--- src/rtl/vg_wrprecomp.sv ---
// rtl/vg_wrprecomp.sv - VG93 write precompensation and write-pulse shaper.
// Optional pulse counter on wr_pulses is built when VG_PRECOMP_STATS_EN is defined.
module vg_wrprecomp #(
    parameter int DLY_W = 5,
    parameter int NOM   = 14,
    parameter int PW    = 7,
    parameter int SYNC  = 2
) (
    input  logic             fclk,
    input  logic             rst,
    input  logic             vg_wd,
    input  logic             vg_sl,
    input  logic             vg_sr,
    input  logic             vg_tr43,
    input  logic             cfg_en,
    input  logic [DLY_W-1:0] cfg_outer,
    input  logic [DLY_W-1:0] cfg_inner,
    input  logic             ovr_clr,
    output logic             vg_wrd,
    output logic             busy,
    output logic             overrun,
    output logic [15:0]      wr_pulses
);

    localparam int XW = DLY_W + 2;
    localparam logic signed [XW-1:0] NOM_X  = XW'(NOM);
    localparam logic signed [XW-1:0] DMAX_X = XW'((1 << DLY_W) - 1);
    localparam logic [3:0]           PW_C   = 4'(PW);

    typedef enum logic [1:0] {
        IDLE  = 2'd0,
        DELAY = 2'd1,
        PULSE = 2'd2
    } state_t;

    state_t             state_q, state_d;
    logic [SYNC-1:0]    wd_sync_q, sl_sync_q, sr_sync_q, tr_sync_q;
    logic               wd_edge_q;
    logic [DLY_W-1:0]   dcnt_q, dcnt_d;
    logic [3:0]         wcnt_q, wcnt_d;
    logic               vg_wrd_q, busy_q, overrun_q, overrun_d;
    logic               strobe;
    logic               sl_s, sr_s, tr_s;
    logic signed [XW-1:0] dsum;
    logic [DLY_W-1:0]   d_sel;

    // wd chain resets to ones so a strobe held high through reset is not seen as an edge
    always_ff @(posedge fclk) begin
        if (rst) begin
            wd_sync_q <= '1;
            wd_edge_q <= 1'b1;
            sl_sync_q <= '0;
            sr_sync_q <= '0;
            tr_sync_q <= '0;
        end else begin
            wd_sync_q <= {wd_sync_q[SYNC-2:0], vg_wd};
            wd_edge_q <= wd_sync_q[SYNC-1];
            sl_sync_q <= {sl_sync_q[SYNC-2:0], vg_sl};
            sr_sync_q <= {sr_sync_q[SYNC-2:0], vg_sr};
            tr_sync_q <= {tr_sync_q[SYNC-2:0], vg_tr43};
        end
    end

    assign strobe = wd_sync_q[SYNC-1] & ~wd_edge_q;
    assign sl_s   = sl_sync_q[SYNC-1];
    assign sr_s   = sr_sync_q[SYNC-1];
    assign tr_s   = tr_sync_q[SYNC-1];

    // Two guard bits so NOM plus the largest shift cannot wrap before clamping
    always_comb begin
        dsum = NOM_X;
        if (cfg_en) begin
            case ({sl_s, tr_s, sr_s})
                3'b100:  dsum = NOM_X - signed'({2'b00, cfg_outer});
                3'b001:  dsum = NOM_X + signed'({2'b00, cfg_outer});
                3'b110:  dsum = NOM_X - signed'({2'b00, cfg_inner});
                3'b011:  dsum = NOM_X + signed'({2'b00, cfg_inner});
                default: dsum = NOM_X;
            endcase
        end
        if (dsum < 0)
            d_sel = '0;
        else if (dsum > DMAX_X)
            d_sel = '1;
        else
            d_sel = dsum[DLY_W-1:0];
    end

    always_comb begin
        state_d   = state_q;
        dcnt_d    = dcnt_q;
        wcnt_d    = wcnt_q;
        overrun_d = overrun_q;
        case (state_q)
            IDLE: begin
                if (strobe) begin
                    dcnt_d  = d_sel;
                    wcnt_d  = 4'd1;
                    state_d = (d_sel == '0) ? PULSE : DELAY;
                end
            end
            DELAY: begin
                dcnt_d = dcnt_q - DLY_W'(1);
                if (dcnt_q == DLY_W'(1)) begin
                    state_d = PULSE;
                    wcnt_d  = 4'd1;
                end
            end
            PULSE: begin
                if (wcnt_q == PW_C)
                    state_d = IDLE;
                else
                    wcnt_d = wcnt_q + 4'd1;
            end
            default: state_d = IDLE;
        endcase
        if (strobe && state_q != IDLE)
            overrun_d = 1'b1;
        else if (ovr_clr)
            overrun_d = 1'b0;
    end

    always_ff @(posedge fclk) begin
        if (rst) begin
            state_q   <= IDLE;
            dcnt_q    <= '0;
            wcnt_q    <= '0;
            vg_wrd_q  <= 1'b0;
            busy_q    <= 1'b0;
            overrun_q <= 1'b0;
        end else begin
            state_q   <= state_d;
            dcnt_q    <= dcnt_d;
            wcnt_q    <= wcnt_d;
            vg_wrd_q  <= (state_d == PULSE);
            busy_q    <= (state_d != IDLE);
            overrun_q <= overrun_d;
        end
    end

    assign vg_wrd  = vg_wrd_q;
    assign busy    = busy_q;
    assign overrun = overrun_q;

`ifdef VG_PRECOMP_STATS_EN
    logic [15:0] pulses_q, pulses_d;

    always_comb begin
        pulses_d = pulses_q;
        if (ovr_clr)
            pulses_d = 16'h0000;
        else if (state_q == PULSE && state_d == IDLE && pulses_q != 16'hFFFF)
            pulses_d = pulses_q + 16'd1;
    end

    always_ff @(posedge fclk) begin
        if (rst)
            pulses_q <= 16'h0000;
        else
            pulses_q <= pulses_d;
    end

    assign wr_pulses = pulses_q;
`else
    assign wr_pulses = 16'h0000;
`endif

endmodule

--- config.mk ---
export PLATFORM = sky130hd
export DESIGN_NAME = vg_wrprecomp
export DESIGN_NICKNAME = d
export VERILOG_FILES = /design/src/rtl/vg_wrprecomp.sv
export SDC_FILE = /design/constraint.sdc
export NUM_CORES = 1
export LEC_CHECK = 0
export CAP_MARGIN = 20
export CORE_ASPECT_RATIO = 0.6
export CORE_MARGIN = 2
export CORE_UTILIZATION = 35
export DETAILED_ROUTE_END_ITERATION = 7
export GPL_TIMING_DRIVEN = 0
export PLACE_DENSITY = 0.6
export SYNTH_ARGS = -nofsm -noshare
export SYNTH_HDL_FRONTEND = slang
export SYNTH_SLANG_ARGS = --single-unit
--- constraint.sdc ---
create_clock -name fclk -period 4.35 [get_ports fclk]
set_clock_uncertainty 0.15 [all_clocks]
set_input_delay 1.305 -clock fclk [delete_from_list [all_inputs] [get_ports fclk]]
set_output_delay 1.305 -clock fclk [all_outputs]
set_load 0.01 [all_outputs]
Fig. 1: run 1, clock wires, drivers and flops
Drawn at 6 px/µm.
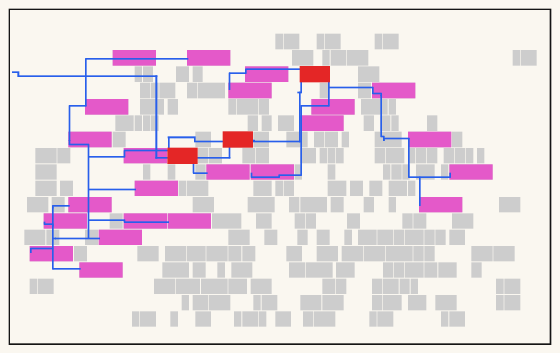
red -> cells driving clock nets  # count 3
magenta -> flip-flops  # count 23
blue -> clock wires  # length 315 µm
routed clock nets = 4
clock group power: 138 µW
relative contribution of the clock network to total power: 30.2%
clock insertion delay at the later pin of the skew report: 0.27 ns

Fig. 2: run 1, gate families picked out
Drawn at 8 px/µm.
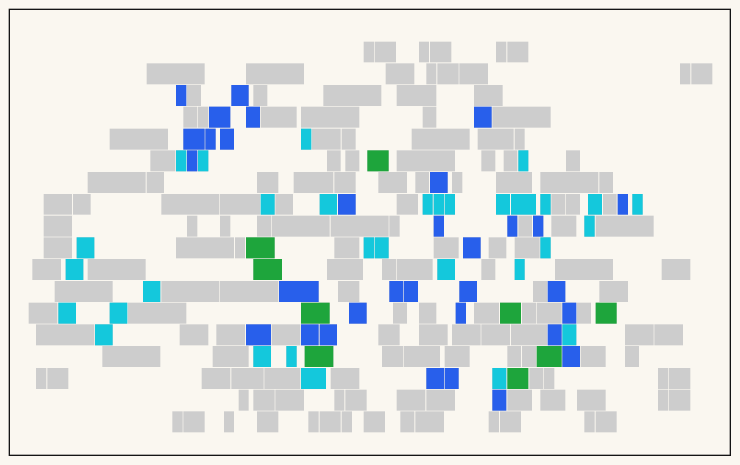
blue -> NAND gates  # cells 32
cyan -> NOR gates  # cells 31, most used nor2_1
green -> AND-OR and OR-AND gates  # cells 9, most used o21a_1
most frequently placed logic cell in the final layout: sky130_fd_sc_hd__dfxtp_1
number of standard cells in the layout, taps in and fillers out: 285
combinational share of cell area: 51.05%

==> Implementation_results.wiki, run 1 <==
== Run summary ==
{| class="wikitable"
! Metric !! Value
|-
| Sink count of the clock tree || 23
|-
| Count of flip-flops with a built-in enable after synthesis || 0
|-
| Total half-perimeter wirelength after legalization and detailed placement || around 2.6 mm
|-
| Port Buffer Count || 18
|-
| 1st-iter DRT viols || approximately 96
|-
| Non-clock inverters || 4
|-
| Final weighted congestion in routability-driven placement || 0.8734
|-
| Routed length per instance || around 11 µm
|-
| Count of sequential standard cells || 23
|-
| Final-layout setup total negative slack || 0 ns
|-
| Top flip-flop cell by instance count after synthesis || sky130_fd_sc_hd__dfxtp_1
|-
| Fin nets || roughly 250
|-
| Ranking of synthesized cells by area || sky130_fd_sc_hd__dfxtp_1, sky130_fd_sc_hd__buf_4, sky130_fd_sc_hd__mux2i_1
|-
| Post-layout min period || around 3.4 ns
|-
| Switching portion of total power || around 28%
|-
| Maximum level of the CTS H-tree || 1
|-
| Final setup violation count || 0
|-
| Horiz. Die Dim || around 90 µm
|-
| Logic gate share of total power || a little over a fifth
|-
| Final worst slack || roughly 1 ns
|-
| Area inside the core boundary || roughly 0.0042 mm²
|-
| Clock tree from TritonCTS || built
|-
| Largest net degree at the start of global routing || 15
|-
| GRT met3 Usage || 4.065%
|-
| Count of hold-fix buffers inserted at cts || 0
|-
| Top cell type by total area after synthesis || sky130_fd_sc_hd__dfxtp_1
|-
| Power per unit of standard cell area || ~240 mW/mm²
|-
| Crit Path Class || input port to flip-flop
|-
| CP Data Required Time || ~4.3 ns
|-
| Met2 Usage GRT || 14.83%
|-
| Peak ir drop on the vdd network || roughly 0.15 mV
|-
| Number of optimization iterations in the first detailed-route pass || 5
|-
| Count of maximum capacitance violations || 0
|-
| P&R area growth vs syn || 23.23%
|-
| Postcts setup bufs || 0
|-
| Maximum root-to-sink buffer count || 2
|-
| Met1 Resource Use GR || between 20 and 25%
|-
| Worst Max-Slew Pin Slew || 0.5658 ns
|-
| Flop share of the area || 24.08%
|-
| Cell count in the Yosys report || ~190
|-
| Synthesized registers || 23
|-
| Synthesized area divided by synthesized cell count || 8.253 µm²
|-
| Post-route antenna net violation count || 0
|-
| Via count || ~1400
|-
| Top cell category || logic gates
|-
| Number of multi-input logic gates || 153
|-
| Non-clock buffering overhead in the final layout || between 10% and 20%
|-
| Cell count after synthesis || between 150 and 200
|-
| Share of Yosys cell area claimed by the top area cell type || between 20 and 30%
|-
| Setup Slack @ Placement || approximately 0.78 ns
|-
| Die area || roughly 0.005 mm²
|-
| Overall routing resource usage || between 10% and 20%
|-
| Clock buf/inv share || under 10%
|-
| Footprint of the multi-input gates || 975.9 µm²
|-
| Proportion of synthesized flip-flops having asynchronous set or reset || 0%
|-
| Achievable frequency || 0.2967 GHz
|-
| Post-Syn Area || between 0.0015 and 0.002 mm²
|-
| Cells resized by post-CTS repair || 0
|-
| Grt peak-use layer || met1
|-
| Via count of the first global-routing pass || approximately 1100
|-
| Worst max-slew margin expressed relative to the limit || about 62%
|-
| Element type at the critical path end || flip-flop
|-
| Class of the most critical hold timing path || flip-flop to flip-flop
|-
| DRC errors left || 0
|-
| Number of endpoints with negative hold slack in the final report || 0
|-
| Internal power summed over all cells || about 330 µW
|-
| Number of tapcells || 60
|-
| Leak Pwr || just under 0.8 nW
|-
| Number of synthesis warnings || 0
|-
| Vertical die size || about 56 µm
|-
| Run status || finished clean
|-
| Post-synth cell types || around 47
|-
| Proportion of power drawn by flip-flops and latches || 49.0%
|-
| Overflow after GRT || 0
|-
| Number of clock buffers in the layout || 3
|-
| Final WL || roughly 3.2 mm
|-
| Arrival time of data at the critical path endpoint || 3.36 ns
|-
| OpenROAD warning count || 27
|}
Fig. 3: run 1, signal metal coverage by tile
Drawn at 6 px/µm. The die is cut into 18 by 11 equal tiles; white is low, dark blue is high, scaled to the fullest tile. Values are wire area over tile area, all layers added.
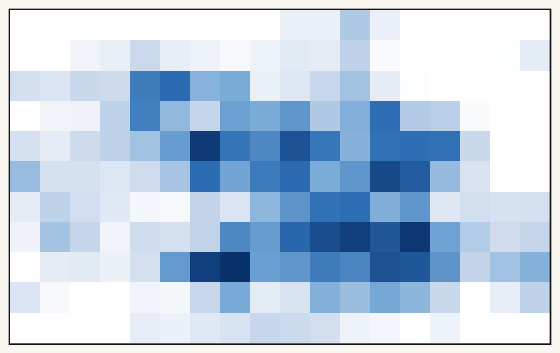
tiles over half the peak = 23%
fullest tile = 0.36
nearly empty tiles = 22%
emptiest ninth of the die = north-east
densest ninth of the die = center
mean over tiles = 0.10

-- run 1: path summary, 6_finish.rpt --
check,from,slack [ns],depth (start not counted),end
worst min-delay path,wd_sync_q[0],0.27,1,wd_sync_q[1]
worst max register to register,dcnt_q[1],2.41,8,wcnt_q[2]
worst max-delay path,cfg_inner[1],0.98,7,state_q[0]
worst min register to register,wd_sync_q[0],0.27,1,wd_sync_q[1]
-- run 1: per-layer routing --
layer,part of all wire [%],vias up
met5,0,-
li1,-,724
met1,59,596
met4,0.65,0
met3,4.9,4
met2,36,28
-- run 1: stage by stage --
| step | total power [mW] | instance area [µm²] | cells | hold slack (ns) |
|---|---|---|---|---|
| finish | 0.4562 | 1912 | 285 | 0.2655 |
| global route | 0.4820 | 1912 | 285 | 0.2819 |
| CTS | 0.4613 | 1912 | 285 | 0.2672 |
| detailed placement | 0.3224 | 1863 | 281 | 0.2445 |
| global placement | 0.3227 | 1863 | 281 | 0.2424 |
| floorplan | 0.2918 | 1608 | 203 | 0.2395 |
-- run 1: sequential cells by signal, summed over array words and instances (netlist names) --
signal,cells
dcnt_q,5
wcnt_q,4
sl_sync_q,2
sr_sync_q,2
state_q,2
tr_sync_q,2
wd_sync_q,2
busy,1
overrun,1
vg_wrd,1
wd_edge_q,1
-- run 1: cells by family (layout without fill, tap and decap cells) --
group                    Yosys count  count (layout)  share of synthesized area [%]
AND-OR/OR-AND                     45              45                          19.19
XOR/XNOR                           5               5                          2.822
adder cells (fa/ha/maj)            5               5                          4.032
buffers and inverters             27              49                          11.05
flip-flops                        23              23                          29.68
multiplexers                       8               8                          5.161
other                              1              16                         0.2417
AND/OR/NAND/NOR                   74              74                          27.82
-- run 1: cells in the mapped netlist (3+ instances only) --
master	count
sky130_fd_sc_hd__dfxtp_1	23
sky130_fd_sc_hd__buf_4	16
sky130_fd_sc_hd__a21oi_1	14
sky130_fd_sc_hd__nor2_1	14
sky130_fd_sc_hd__o21ai_0	10
sky130_fd_sc_hd__nor2b_1	9
sky130_fd_sc_hd__mux2i_1	8
sky130_fd_sc_hd__nand2_1	8
sky130_fd_sc_hd__nand3_1	8
sky130_fd_sc_hd__nand2b_1	6
sky130_fd_sc_hd__nor3_1	6
sky130_fd_sc_hd__ha_1	5
sky130_fd_sc_hd__nand4_1	5
sky130_fd_sc_hd__clkbuf_1	4
sky130_fd_sc_hd__inv_1	4
sky130_fd_sc_hd__xor2_1	4
sky130_fd_sc_hd__o21a_1	3
sky130_fd_sc_hd__or2_2	3
-- run 1: critical path, cell delays in order --
cell,delay (ns)
sky130_fd_sc_hd__clkdlybuf4s50_1,0.54
sky130_fd_sc_hd__nor3_1,0.49
sky130_fd_sc_hd__o32a_1,0.31
sky130_fd_sc_hd__nand3_1,0.10
sky130_fd_sc_hd__a21oi_1,0.32
sky130_fd_sc_hd__and3b_1,0.23
sky130_fd_sc_hd__a211oi_2,0.06
-- run 1: power groups by stage --
stage	sequential, mW	clock [mW]	combinational [mW]
floorplan	0.227	0	0.0645
global placement	0.229	0	0.0941
detailed placement	0.229	0	0.0938
CTS	0.224	0.144	0.0940
global route	0.225	0.152	0.105
finish	0.224	0.138	0.0947
Fig. 4: run 1, a small window of the routed layout
Region (30, 2) to (60, 32) µm. Cells in gray, sequential cells in the stronger gray; small squares are vias.
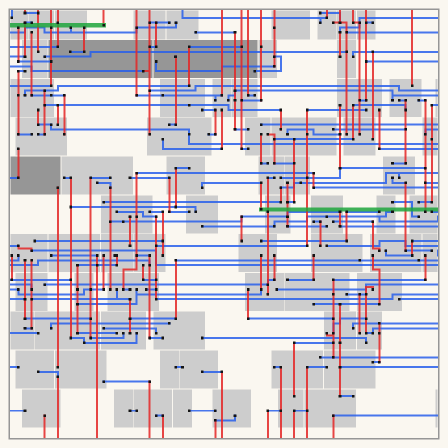

==> inputs of run 2 (changes only) <==
--- a/config.mk
+++ b/config.mk
@@ -11,7 +11,7 @@
 export CORE_UTILIZATION = 35
 export DETAILED_ROUTE_END_ITERATION = 7
 export GPL_TIMING_DRIVEN = 0
-export PLACE_DENSITY = 0.6
+export PLACE_DENSITY = 0.62
 export SYNTH_ARGS = -nofsm -noshare
 export SYNTH_HDL_FRONTEND = slang
 export SYNTH_SLANG_ARGS = --single-unit
==> constraint.sdc (replaced) <==
create_clock -name fclk -period 3 [get_ports fclk]
set_clock_uncertainty 0.15 [all_clocks]
set_input_delay 0.9 -clock fclk [delete_from_list [all_inputs] [get_ports fclk]]
set_output_delay 0.9 -clock fclk [all_outputs]
set_load 0.01 [all_outputs]
Fig. 5: run 2, a small window of the routed layout
Region (30, 2) to (60, 32) µm. Cells in gray, sequential cells in the stronger gray; small squares are vias.
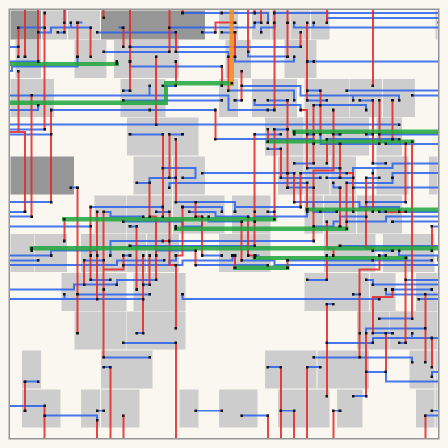
blue -> met1
red -> met2
green -> met3
orange -> met4
sequential cells in the window = 2
most frequent = nor2_1 (5), clkdlybuf4s50_1 (5)
netlist names of flops here include = `state_q` (1), `vg_wrd` (1)
cells with their middle in the window = 67

==> Implementation_results.wiki, run 2 <==
== Run summary ==
{| class="wikitable"
! Metric !! Value
|-
| Run status || finished clean
|-
| CP Data Required Time || approximately 3.0 ns
|-
| Vertical die size || 55.57 µm
|-
| Synthesized area divided by synthesized cell count || a little over 8 µm²
|-
| Number of flip-flops in the largest register || 5
|-
| Library cell used as clock root buffer || sky130_fd_sc_hd__clkbuf_8
|-
| Final-layout setup total negative slack || 0 ns
|-
| Fin nets || between 200 and 250
|-
| Diodes inserted || 0
|-
| Routed length on met2 || between 1 and 1.5 mm
|-
| Cell area after layout || roughly 0.0019 mm²
|-
| Count of flip-flops with a built-in enable after synthesis || 0
|-
| Number of standard cells in the layout, taps in and fillers out || between 200 and 300
|-
| FP Rows || 18
|-
| DRC errors left || 0
|-
| Worst Max-Slew Pin Slew || around 0.5 ns
|-
| Cells resized by post-CTS repair || 0
|-
| Sink count of the clock tree || 23
|-
| Maximum root-to-sink buffer count || 2
|-
| Leak Pwr || around 0.77 nW
|-
| Number of optimization iterations in the first detailed-route pass || 4
|-
| Post-layout min period || roughly 2.8 ns
|-
| Setup Slack @ Placement || -0.1654 ns
|-
| Post-route fraction of the period consumed by the critical path || 93.36%
|-
| Top flip-flop cell by instance count after synthesis || sky130_fd_sc_hd__dfxtp_1
|-
| CTS clock-pin slew for the worst setup and hold paths || approximately 0.080 ns
|-
| Crit Path Class || input port to flip-flop
|-
| Worst max-slew margin expressed relative to the limit || roughly two thirds
|-
| Cell count in the Yosys report || 188
|-
| Peak ir drop on the vdd network || 0.1616 mV
|-
| Die area || about 0.005 mm²
|-
| Largest net degree at the start of global routing || 15
|-
| FP Util || 37.04%
|-
| Power per unit of standard cell area || around 340 mW/mm²
|-
| Synthesized registers || 23
|-
| Worst Hold Depth || 1
|-
| 1st-iter DRT viols || around 67
|-
| Final WL || 3.263 mm
|-
| Post-Syn Area || 0.001551 mm²
|-
| Overall routing resource usage || a little over an eighth
|-
| Horiz. Die Dim || between 80 and 90 µm
|-
| Number of endpoints with negative hold slack in the final report || 0
|-
| Layout cell share with drive strength beyond 1 || around 16%
|-
| Post-synth top cells || sky130_fd_sc_hd__dfxtp_1, sky130_fd_sc_hd__buf_4, sky130_fd_sc_hd__a21oi_1, sky130_fd_sc_hd__nor2_1, sky130_fd_sc_hd__o21ai_0
|-
| Achievable frequency || 0.3570 GHz
|-
| Count of maximum capacitance violations || 0
|-
| Register ranked first by flip-flop count || dcnt_q
|-
| Final setup violation count || 0
|-
| Overflow after GRT || 0
|-
| Cell count after synthesis || 188
|-
| Top layer reached by signal wires || met4
|-
| Area inside the core boundary || ~0.0042 mm²
|-
| Cell with the most instances after synthesis || sky130_fd_sc_hd__dfxtp_1
|-
| Top cell type by total area after synthesis || sky130_fd_sc_hd__dfxtp_1
|-
| Class of the most critical hold timing path || flip-flop to flip-flop
|-
| Hold Slack || around 0.26 ns
|-
| Proportion of synthesized flip-flops having asynchronous set or reset || 0%
|-
| Via count || approximately 1400
|-
| Placed cells || approximately 280
|-
| I/O pin total || 37
|-
| Clock insertion delay at the later pin of the skew report || between 0.2 and 0.3 ns
|-
| Ranking of synthesized cells by area || sky130_fd_sc_hd__dfxtp_1, sky130_fd_sc_hd__buf_4, sky130_fd_sc_hd__mux2i_1
|-
| Via count of the first global-routing pass || around 1100
|-
| Total design power || ~660 µW
|-
| Total half-perimeter wirelength after legalization and detailed placement || between 2 and 3 mm
|-
| OpenROAD warning count || 27
|-
| Area of placed instances || ~0.0019 mm²
|-
| FF+latch area || about 460 µm²
|-
| Footprint of the multi-input gates || roughly 1000 µm²
|-
| Routed metal-1 wirelength || around 1.7 mm
|-
| Share of Yosys cell area claimed by the top area cell type || 29.68%
|-
| Clock tree from TritonCTS || built
|-
| P&R area growth vs syn || 24.11%
|-
| Final worst slack || between 0.15 and 0.2 ns
|-
| Registers with the highest flip-flop counts || dcnt_q x5, wcnt_q x4
|-
| Arrival time of data at the critical path endpoint || 2.80 ns
|-
| Most frequently placed logic cell in the final layout || sky130_fd_sc_hd__dfxtp_1
|-
| Port Buffer Count || 18
|-
| Maximum level of the CTS H-tree || 1
|-
| Routed length on met3 || about 280 µm
|-
| Post-route antenna net violation count || 0
|-
| TritonCTS Buffers || 3
|-
| Postcts setup bufs || 0
|-
| Routed length per instance || around 11 µm
|-
| Final weighted congestion in routability-driven placement || around 0.88
|-
| Count of hold-fix buffers inserted at cts || 0
|-
| Element type at the critical path end || flip-flop
|-
| Depth of the worst register-to-register path || 8
|-
| Number of synthesis warnings || 0
|-
| Post-synth cell types || 47
|}
==> run 2: path summary, 6_finish.rpt <==
kind                              startpoint      endpoint  slack (ns)
worst max register to register     dcnt_q[1]     wcnt_q[2]        0.99
worst min register to register  wd_sync_q[0]  wd_sync_q[1]        0.26
worst min-delay path            wd_sync_q[0]  wd_sync_q[1]        0.26
worst max-delay path            cfg_inner[1]    state_q[0]        0.20
==> run 2: layout make-up <==
cell class,count,area share [%]
clock inverters,1,0.3899
flip-flops and latches,23,23.91
multi-input cells,153,51.40
well taps,60,3.899
inverters,4,0.7797
plain buffers,23,8.122
repair buffers,18,9.357
clock buffers,3,2.144
==> run 2: per-layer routing <==
layer / global-route usage [%] / vias to the layer above
li1: - / 722
met2: 16.99 / 38
met5: 0 / -
met3: 3.388 / 2
met1: 20.88 / 597
met4: 3.297 / 0
==> run 2: cell families after synthesis <==
family	synth area share, %
buffers and inverters	11.05
muxes	5.161
xor gates and xnor gates	2.822
other	0.2417
DFF	29.68
adders and majority gates	4.032
and+or+nand+nor	27.82
AOI/OAI and AO/OA	19.19
==> run 2: power breakdown <==
part / total [mW] / internal, mW / switching (mW) / leakage [nW]
Clock: 0.201 / 0.0942 / 0.106 / 0.0217
Combinational: 0.139 / 0.0694 / 0.0697 / 0.565
Sequential: 0.324 / 0.316 / 0.00827 / 0.188
Total: 0.664 / 0.479 / 0.184 / 0.775
==> run 2: worst max-delay path: stages <==
cell and delay (ns):
sky130_fd_sc_hd__clkdlybuf4s50_1 0.63, sky130_fd_sc_hd__ha_1 0.24, sky130_fd_sc_hd__nand3_1 0.15, sky130_fd_sc_hd__mux2i_1 0.21, sky130_fd_sc_hd__nand4_1 0.17, sky130_fd_sc_hd__o211ai_2 0.23
sky130_fd_sc_hd__and3b_1 0.20, sky130_fd_sc_hd__a211oi_2 0.06
No activity file was given, so power comes from the tool's default toggle rates.
